**src/rtl/s100_bus_cycle_seq.sv**
```systemverilog
// S-100 bus-cycle sequencer: runs one CPU memory/I/O request as a T1/T2/TW/T3 cycle with registered bus outputs.
// Optional macro S100_XRDY_EN: when defined, xrdy = 0 stretches the cycle in TW; otherwise xrdy is ignored.
module s100_bus_cycle_seq #(
    parameter int WAIT_STATES    = 1,
    parameter int IO_WAIT_STATES = 2
) (
    input  logic        clock,
    input  logic        reset,
    input  logic        cpu_req,
    input  logic        cpu_wr,
    input  logic        cpu_io,
    input  logic [15:0] cpu_adr,
    input  logic [7:0]  cpu_dout,
    output logic [7:0]  cpu_din,
    output logic        cpu_ack,
    output logic [15:0] bus_adr,
    output logic [7:0]  bus_dout,
    input  logic [7:0]  bus_din,
    input  logic        xrdy,
    output logic        sMEMR,
    output logic        sINP,
    output logic        sOUT,
    output logic        sWO_n,
    output logic        pSYNC,
    output logic        pDBIN,
    output logic        pWR_n
);

    localparam logic [2:0] MEM_CNT = 3'(WAIT_STATES);
    localparam logic [2:0] IO_CNT  = 3'(IO_WAIT_STATES);

    typedef enum logic [2:0] {
        ST_IDLE = 3'd0,
        ST_T1   = 3'd1,
        ST_T2   = 3'd2,
        ST_TW   = 3'd3,
        ST_T3   = 3'd4
    } state_t;

    state_t      state_q, state_d;
    logic [2:0]  cnt_q, cnt_d;
    logic        wr_q, wr_d;
    logic        io_q, io_d;
    logic [15:0] bus_adr_q, bus_adr_d;
    logic [7:0]  bus_dout_q, bus_dout_d;
    logic [7:0]  cpu_din_q, cpu_din_d;
    logic        cpu_ack_q, cpu_ack_d;
    logic        smemr_q, smemr_d;
    logic        sinp_q, sinp_d;
    logic        sout_q, sout_d;
    logic        swo_n_q, swo_n_d;
    logic        psync_q, psync_d;
    logic        pdbin_q, pdbin_d;
    logic        pwr_n_q, pwr_n_d;
    logic        stall_s;
    logic        in_cycle_s;
    logic        strobe_s;

`ifdef S100_XRDY_EN
    assign stall_s = ~xrdy;
`else
    logic unused_xrdy_s;
    assign unused_xrdy_s = xrdy;
    assign stall_s       = 1'b0;
`endif

    // Next state, request capture, and outputs derived from the state being entered
    always_comb begin
        state_d    = state_q;
        cnt_d      = cnt_q;
        wr_d       = wr_q;
        io_d       = io_q;
        bus_adr_d  = bus_adr_q;
        bus_dout_d = bus_dout_q;
        cpu_din_d  = cpu_din_q;
        in_cycle_s = 1'b0;
        strobe_s   = 1'b0;

        case (state_q)
            ST_IDLE: begin
                if (cpu_req) begin
                    state_d    = ST_T1;
                    wr_d       = cpu_wr;
                    io_d       = cpu_io;
                    bus_adr_d  = cpu_io ? {8'h00, cpu_adr[7:0]} : cpu_adr;
                    bus_dout_d = cpu_dout;
                    cnt_d      = cpu_io ? IO_CNT : MEM_CNT;
                end else begin
                    state_d = ST_IDLE;
                end
            end
            ST_T1: begin
                state_d = ST_T2;
            end
            ST_T2, ST_TW: begin
                // The count is spent on entry to each TW, so T3 follows once it reaches zero unstalled
                if (cnt_q != 3'd0) begin
                    state_d = ST_TW;
                    cnt_d   = cnt_q - 3'd1;
                end else if (stall_s) begin
                    state_d = ST_TW;
                end else begin
                    state_d = ST_T3;
                    if (!wr_q) begin
                        cpu_din_d = bus_din;
                    end else begin
                        cpu_din_d = cpu_din_q;
                    end
                end
            end
            ST_T3: begin
                state_d = ST_IDLE;
            end
            default: begin
                state_d = ST_IDLE;
            end
        endcase

        in_cycle_s = (state_d != ST_IDLE);
        strobe_s   = (state_d == ST_T2) || (state_d == ST_TW);
        smemr_d    = in_cycle_s & ~io_d & ~wr_d;
        sinp_d     = in_cycle_s &  io_d & ~wr_d;
        sout_d     = in_cycle_s &  io_d &  wr_d;
        swo_n_d    = ~(in_cycle_s & wr_d);
        psync_d    = (state_d == ST_T1);
        pdbin_d    = strobe_s & ~wr_d;
        pwr_n_d    = ~(strobe_s & wr_d);
        cpu_ack_d  = (state_d == ST_T3);
    end

    // State and output registers with synchronous reset
    always_ff @(posedge clock) begin
        if (reset) begin
            state_q    <= ST_IDLE;
            cnt_q      <= 3'd0;
            wr_q       <= 1'b0;
            io_q       <= 1'b0;
            bus_adr_q  <= 16'h0000;
            bus_dout_q <= 8'h00;
            cpu_din_q  <= 8'h00;
            cpu_ack_q  <= 1'b0;
            smemr_q    <= 1'b0;
            sinp_q     <= 1'b0;
            sout_q     <= 1'b0;
            swo_n_q    <= 1'b1;
            psync_q    <= 1'b0;
            pdbin_q    <= 1'b0;
            pwr_n_q    <= 1'b1;
        end else begin
            state_q    <= state_d;
            cnt_q      <= cnt_d;
            wr_q       <= wr_d;
            io_q       <= io_d;
            bus_adr_q  <= bus_adr_d;
            bus_dout_q <= bus_dout_d;
            cpu_din_q  <= cpu_din_d;
            cpu_ack_q  <= cpu_ack_d;
            smemr_q    <= smemr_d;
            sinp_q     <= sinp_d;
            sout_q     <= sout_d;
            swo_n_q    <= swo_n_d;
            psync_q    <= psync_d;
            pdbin_q    <= pdbin_d;
            pwr_n_q    <= pwr_n_d;
        end
    end

    assign cpu_din  = cpu_din_q;
    assign cpu_ack  = cpu_ack_q;
    assign bus_adr  = bus_adr_q;
    assign bus_dout = bus_dout_q;
    assign sMEMR    = smemr_q;
    assign sINP     = sinp_q;
    assign sOUT     = sout_q;
    assign sWO_n    = swo_n_q;
    assign pSYNC    = psync_q;
    assign pDBIN    = pdbin_q;
    assign pWR_n    = pwr_n_q;

endmodule

```
**config.mk**
```make
export PLATFORM = sky130hd
export DESIGN_NAME = s100_bus_cycle_seq
export DESIGN_NICKNAME = d
export VERILOG_FILES = /design/src/rtl/s100_bus_cycle_seq.sv
export SDC_FILE = /design/constraint.sdc
export NUM_CORES = 1
export LEC_CHECK = 0
export CAP_MARGIN = 30
export CORE_ASPECT_RATIO = 1.75
export CORE_MARGIN = 2
export CORE_UTILIZATION = 41
export DETAILED_ROUTE_END_ITERATION = 8
export PLACE_DENSITY = 0.78
export SETUP_SLACK_MARGIN = 0.2
export SKIP_CTS_REPAIR_TIMING = 1
export SLEW_MARGIN = 15
export SYNTH_ARGS = -nofsm -noshare
export SYNTH_HDL_FRONTEND = slang
export SYNTH_SLANG_ARGS = --single-unit
```
**constraint.sdc**
```tcl
create_clock -name clock -period 2.1 [get_ports clock]
set_input_delay 0.525 -clock clock [delete_from_list [all_inputs] [get_ports clock]]
set_output_delay 0.525 -clock clock [all_outputs]
set_load 0.02 [all_outputs]
```
Figure 1. Congestion heat map (run 1).
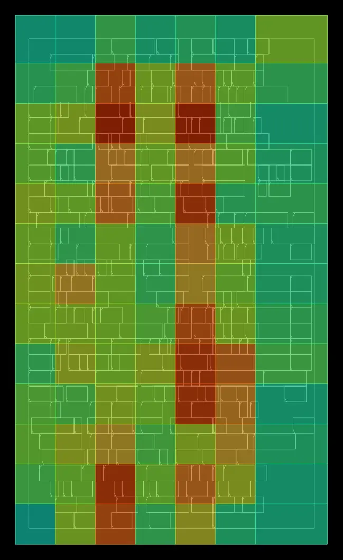
met1 Resource Use GR: 20.3%
M3 GR Usage: 4.61%
Core Util, Final: 66.1%
wire per inst: 12.5 um

Figure 2. Routed clock nets over the placement (run 1).
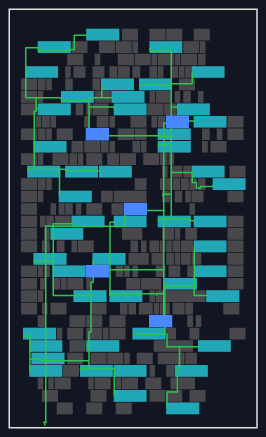
Key: clock drivers = blue [count 5]; flip-flops = cyan [count 48]; clock wires = green [length 545 um]
Position of the flops: all over the die. There are 6 routed clock nets.
Clk. pwr: 651 uW
clock skew: 0.00259 ns
clk latency late pin: 0.30 ns
Clock power frac: 28.6%

==> run notes, run 1 <==
run results: initial antenna violation count=0, Peak VDD IR=0.000574 V, setup violators final=0, final std cells w/o fill=331, area fraction in compound gates=11.8%, CTS tree=done, dominant logic cell types in the final layout=76 x clkdlybuf4s50_1, 48 x dfxtp_1, 47 x nand2_1, placed inst area=0.00263 mm^2, synthesized netlist cell count=200, crit end category=flop, Comb pwr share=25.7%, Seq. pwr=1040 uW, Reg power frac=45.7%, P_leak=0.00102 uW, kind of start point of the critical path=primary input, Crit path buffers/inverters=2, Mapped Area=0.00178 mm^2, Top cells by area=dfxtp_1 54%, nand2_1 9.9%, a21oi_1 8.7%, post-route clock period utilization=86.6%, Die Size=0.00489 mm^2, most instantiated cells after synthesis=48 x dfxtp_1, 47 x nand2_1, 31 x a21oi_1, Detail Placement HPWL=3060 um, relative slew slack=64.3%, Netlist cell types=24, final hold violation count=0, crit path max-delay cell type=or4b_1, internal power=1630 uW, multi-input combinational cell area=748 um^2, Final Max Slew Viols=0, Synth Area in Simple Gates=24.4%, end of the critical path=sOUT, Vias/cell=4.99, hold endpoint=bus_adr[15], comb area leader=simple AND/OR/NAND/NOR gates, DRC viols=0, max_cap viols=0, Async S/R FF share, synth=0%, most instantiated logic cell after routing=clkdlybuf4s50_1, RSZ-0062 raised after global routing=false, syn_area_per_cell=8.88 um^2, Slew @ Worst Pin=0.531 ns, dpl ws=-0.0221 ns, area delta synth->final=54.4%, # diodes=0, Die W=53.7 um, Die Height=91.1 um, status=finished clean, Setup crit start=cpu_req, critical path arrival=1.99 ns, Fin Hold WS=0.453 ns, Max Buffers Root-to-Sink=2, critical path class=primary input to flop, f_max=550 MHz, Final TNS setup=0 ns, P_comb=584 uW, Worst-path clk slew=0.08 ns, vias in the first global route=1,520
Figure 3. M3 wires (run 1).
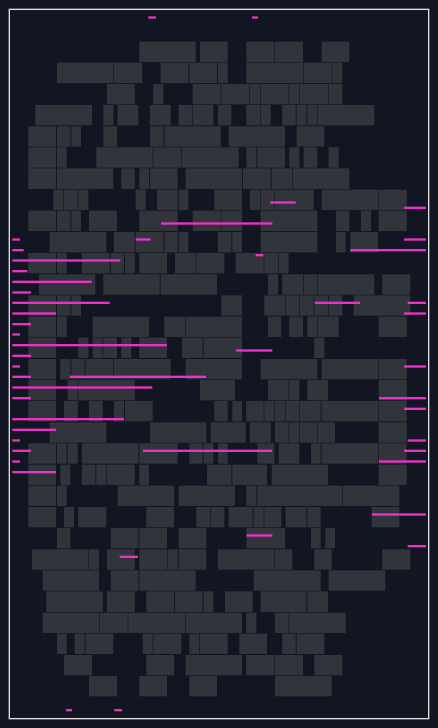
The longest straight run is 19.6 um. The wires run mostly horizontal. The layer carries 240 um of wire. The layer holds 5.8% of the routed length. 41 nets have wire on it.
total wire length: 4150 um
Vias: 1,652

Figure 4. Selected gate families (run 1).
Bar = 20 um.
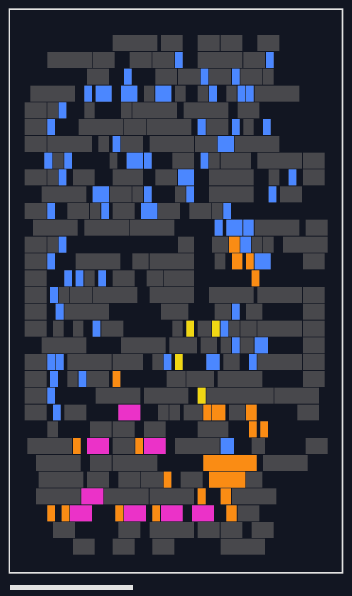
Key: NOR gates = orange [cells 22, most used nor2_1]; multiplexers = magenta [cells 8, most used mux2i_1]; inverters = yellow [cells 4, most used inv_1, where centre]; NAND gates = blue [cells 62, most used nand2_1]

-- run 1: registers in the layout, indices dropped and copies added, names as in the netlist --
name / flops
pDBIN: 1
cpu_ack: 1
bus_adr: 16
sWO_n: 1
pSYNC: 1
pWR_n: 1
state_q: 3
wr_q: 1
sOUT: 1
io_q: 1
cpu_din: 8
sMEMR: 1
cnt_q: 3
sINP: 1
bus_dout: 8
-- run 1: cell type report --
class / instances / area share (%)
multi-input combinational: 136 / 27.3
clock buffer: 6 / 2.65
clock inverter: 2 / 1.28
timing repair buffer: 86 / 30.9
sequential: 48 / 35.1
tap: 49 / 2.24
inverter: 4 / 0.548
-- run 1: per-layer routing --
metal  vias up  part of all wire, %  GRT usage, %
met5         -                    0             0
met4         0                  4.0          10.7
met3        13                  5.8          4.61
met2        50                   53          30.8
met1       757                   37          20.3
li1        832                    -             -
## Run 2: what changed since run 1
--- a/config.mk
+++ b/config.mk
@@ -13,7 +13,7 @@
 export PLACE_DENSITY = 0.78
 export SETUP_SLACK_MARGIN = 0.2
 export SKIP_CTS_REPAIR_TIMING = 1
-export SLEW_MARGIN = 15
+export SLEW_MARGIN = 20
 export SYNTH_ARGS = -nofsm -noshare
 export SYNTH_HDL_FRONTEND = slang
 export SYNTH_SLANG_ARGS = --single-unit
Figure 5. Selected gate families (run 2).
Bar = 20 um.
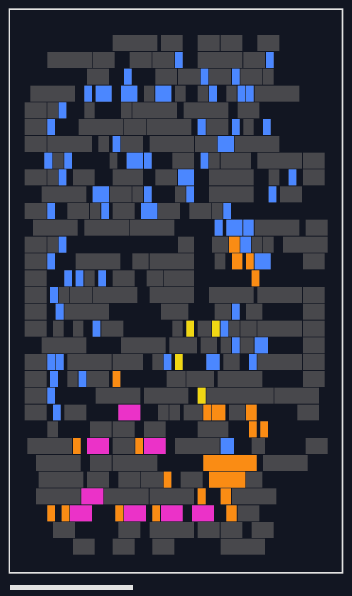
fraction of area in multi-input gates: 27.3%
most instantiated logic cell after routing: clkdlybuf4s50_1

Figure 6. Congestion heat map (run 2).
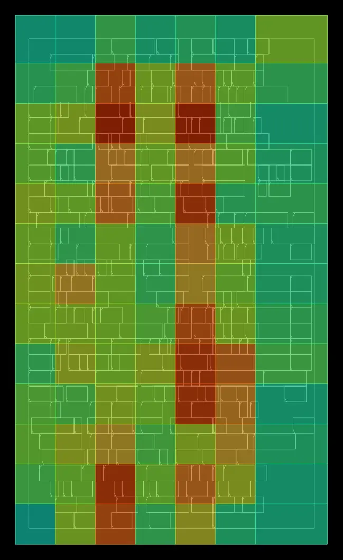
GRT Util Overall: 18.6%
global route hottest layer: met2

==> run notes, run 2 <==
run results: Vias/cell=4.99 (unchanged), M1 wire length=1550 um (unchanged), crit path cell chain=clkdlybuf4s50_1, or4b_1, buf_4, nand3_1, a21oi_1, Repair and plain buffers=86 (unchanged), critical path class=primary input to flop, crit path max-delay cell type=or4b_1, wire per inst=12.5 um (unchanged), Seq. pwr=1040 uW (about the same), Die Size=0.00489 mm^2 (unchanged), kind of start point of the critical path=primary input, Clk. pwr=651 uW (about the same), number of logic gates=136 (unchanged), DRC viols=0 (unchanged), multi-input combinational cell area=748 um^2 (unchanged), Taps Inserted=49 (unchanged), Biggest Area Class=sequential cells, vias in the first global route=1,520 (unchanged), Comb pwr share=25.7% (about the same), f_max=550 MHz (unchanged), clock buffers=6 (unchanged), area delta synth->final=54.4% (unchanged), crit end category=flop, number of enable flip-flop cells=0, synthesized netlist cell count=200 (unchanged), Peak VDD IR=0.000574 V (unchanged), internal power=1630 uW (unchanged), area fraction in compound gates=11.8% (unchanged), Crit path buffers/inverters=2 (unchanged), Async S/R FF share, synth=0% (unchanged), M3 GR Usage=4.61% (unchanged), PwrDens=829 mW/mm^2, clk latency late pin=0.30 ns (about the same), Top cells by area=dfxtp_1 54%, nand2_1 9.9%, a21oi_1 8.7%, max_cap viols=0 (unchanged), Clock power frac=28.6% (about the same), Mapped Area=0.00178 mm^2 (unchanged), final std cells w/o fill=331 (unchanged), final hold violation count=0 (unchanged), clock skew=0.00259 ns (unchanged), post-route clock period utilization=86.6% (unchanged), most instantiated cells after synthesis=48 x dfxtp_1, 47 x nand2_1, 31 x a21oi_1, Mux area share=4.51%, DRT Pass-1 Iters=4, GR Util met2=30.8% (unchanged), CTS tree=done, H-tree Lvls=2, met1 Resource Use GR=20.3% (unchanged), Seq area share=35.1% (unchanged), Die Height=91.1 um (unchanged), Netlist cell types=24 (unchanged), global-route wire length before repair=6820 um, RSZ-0062 raised after global routing=false, Signal buf overhead=30.9% (unchanged), Inverters, non-clock=4 (unchanged), initial antenna violation count=0 (unchanged), DR top layer=met4, # diodes=0 (unchanged), WL met3=239 um (unchanged), dominant logic cell types in the final layout=76 x clkdlybuf4s50_1, 48 x dfxtp_1, 47 x nand2_1, Synth Area in Simple Gates=24.4% (unchanged), Vias=1,652 (unchanged), comb area leader=simple AND/OR/NAND/NOR gates, P_comb=584 uW (about the same), status=finished clean, clk cell area share=3.93% (unchanged), Final TNS setup=0 ns (unchanged), Synth Flop Type=dfxtp_1, relative slew slack=64.3% (unchanged), Flops=48 (unchanged), Reg power frac=45.7% (about the same), Detail Placement HPWL=3060 um (unchanged), critical path arrival=1.99 ns (about the same), setup violators final=0 (unchanged), Worst-path clk slew=0.08 ns (about the same), Die W=53.7 um (unchanged), Largest register FFs=16 (unchanged), Slew @ Worst Pin=0.531 ns (unchanged), Fin Hold WS=0.453 ns (unchanged), Detail Route met2 WL=2190 um (unchanged), total wire length=4150 um (unchanged), Max Buffers Root-to-Sink=2 (unchanged), Syn Nets=240, Final Max Slew Viols=0 (unchanged), P_leak=0.00102 uW (unchanged), syn_area_per_cell=8.88 um^2 (unchanged)
Figure 7. Cells by drive strength (run 2).
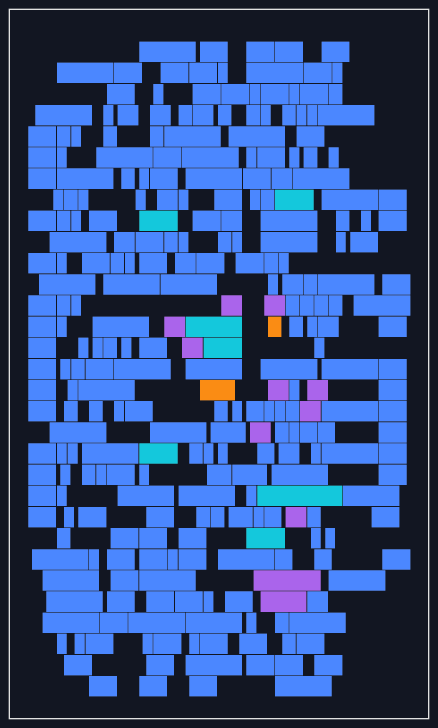
Key: _2 cells = orange [cells 2]; _0 and _1 cells = blue [cells 262]; _6 and larger = cyan [cells 7]; _3 and _4 cells = purple [cells 11]

## run 2: cell counts after synthesis
Identical to the previous run, type by type.
## run 2: through the flow
step / setup slack (ns) / instance area [um^2] / util [%]
floorplan: 0.555 / 1780 / -
global placement: -0.0222 / 2630 / 63.5
detailed placement: -0.0221 / 2630 / 63.5
CTS: 0.273 / 2740 / 66.1
global route: 0.209 / 2740 / 66.1
finish: 0.282 / 2740 / 66.1
## run 2: final timing paths
path,startpoint,endpoint,slack [ns],cells after the start
worst max register to register,state_q[1],sOUT,0.52,4
worst min register to register,bus_adr[15],bus_adr[15],0.45,2
worst max-delay path,cpu_req,sOUT,0.28,5
worst min-delay path,bus_adr[15],bus_adr[15],0.45,2
## run 2: tightest hold or removal path: stages, from the launching register on
cell and delay, ns:
dfxtp_1 0.32, nand2_1 0.05, a21oi_1 0.05
Power figures rest on the tool's default switching activity, not on a simulated workload.
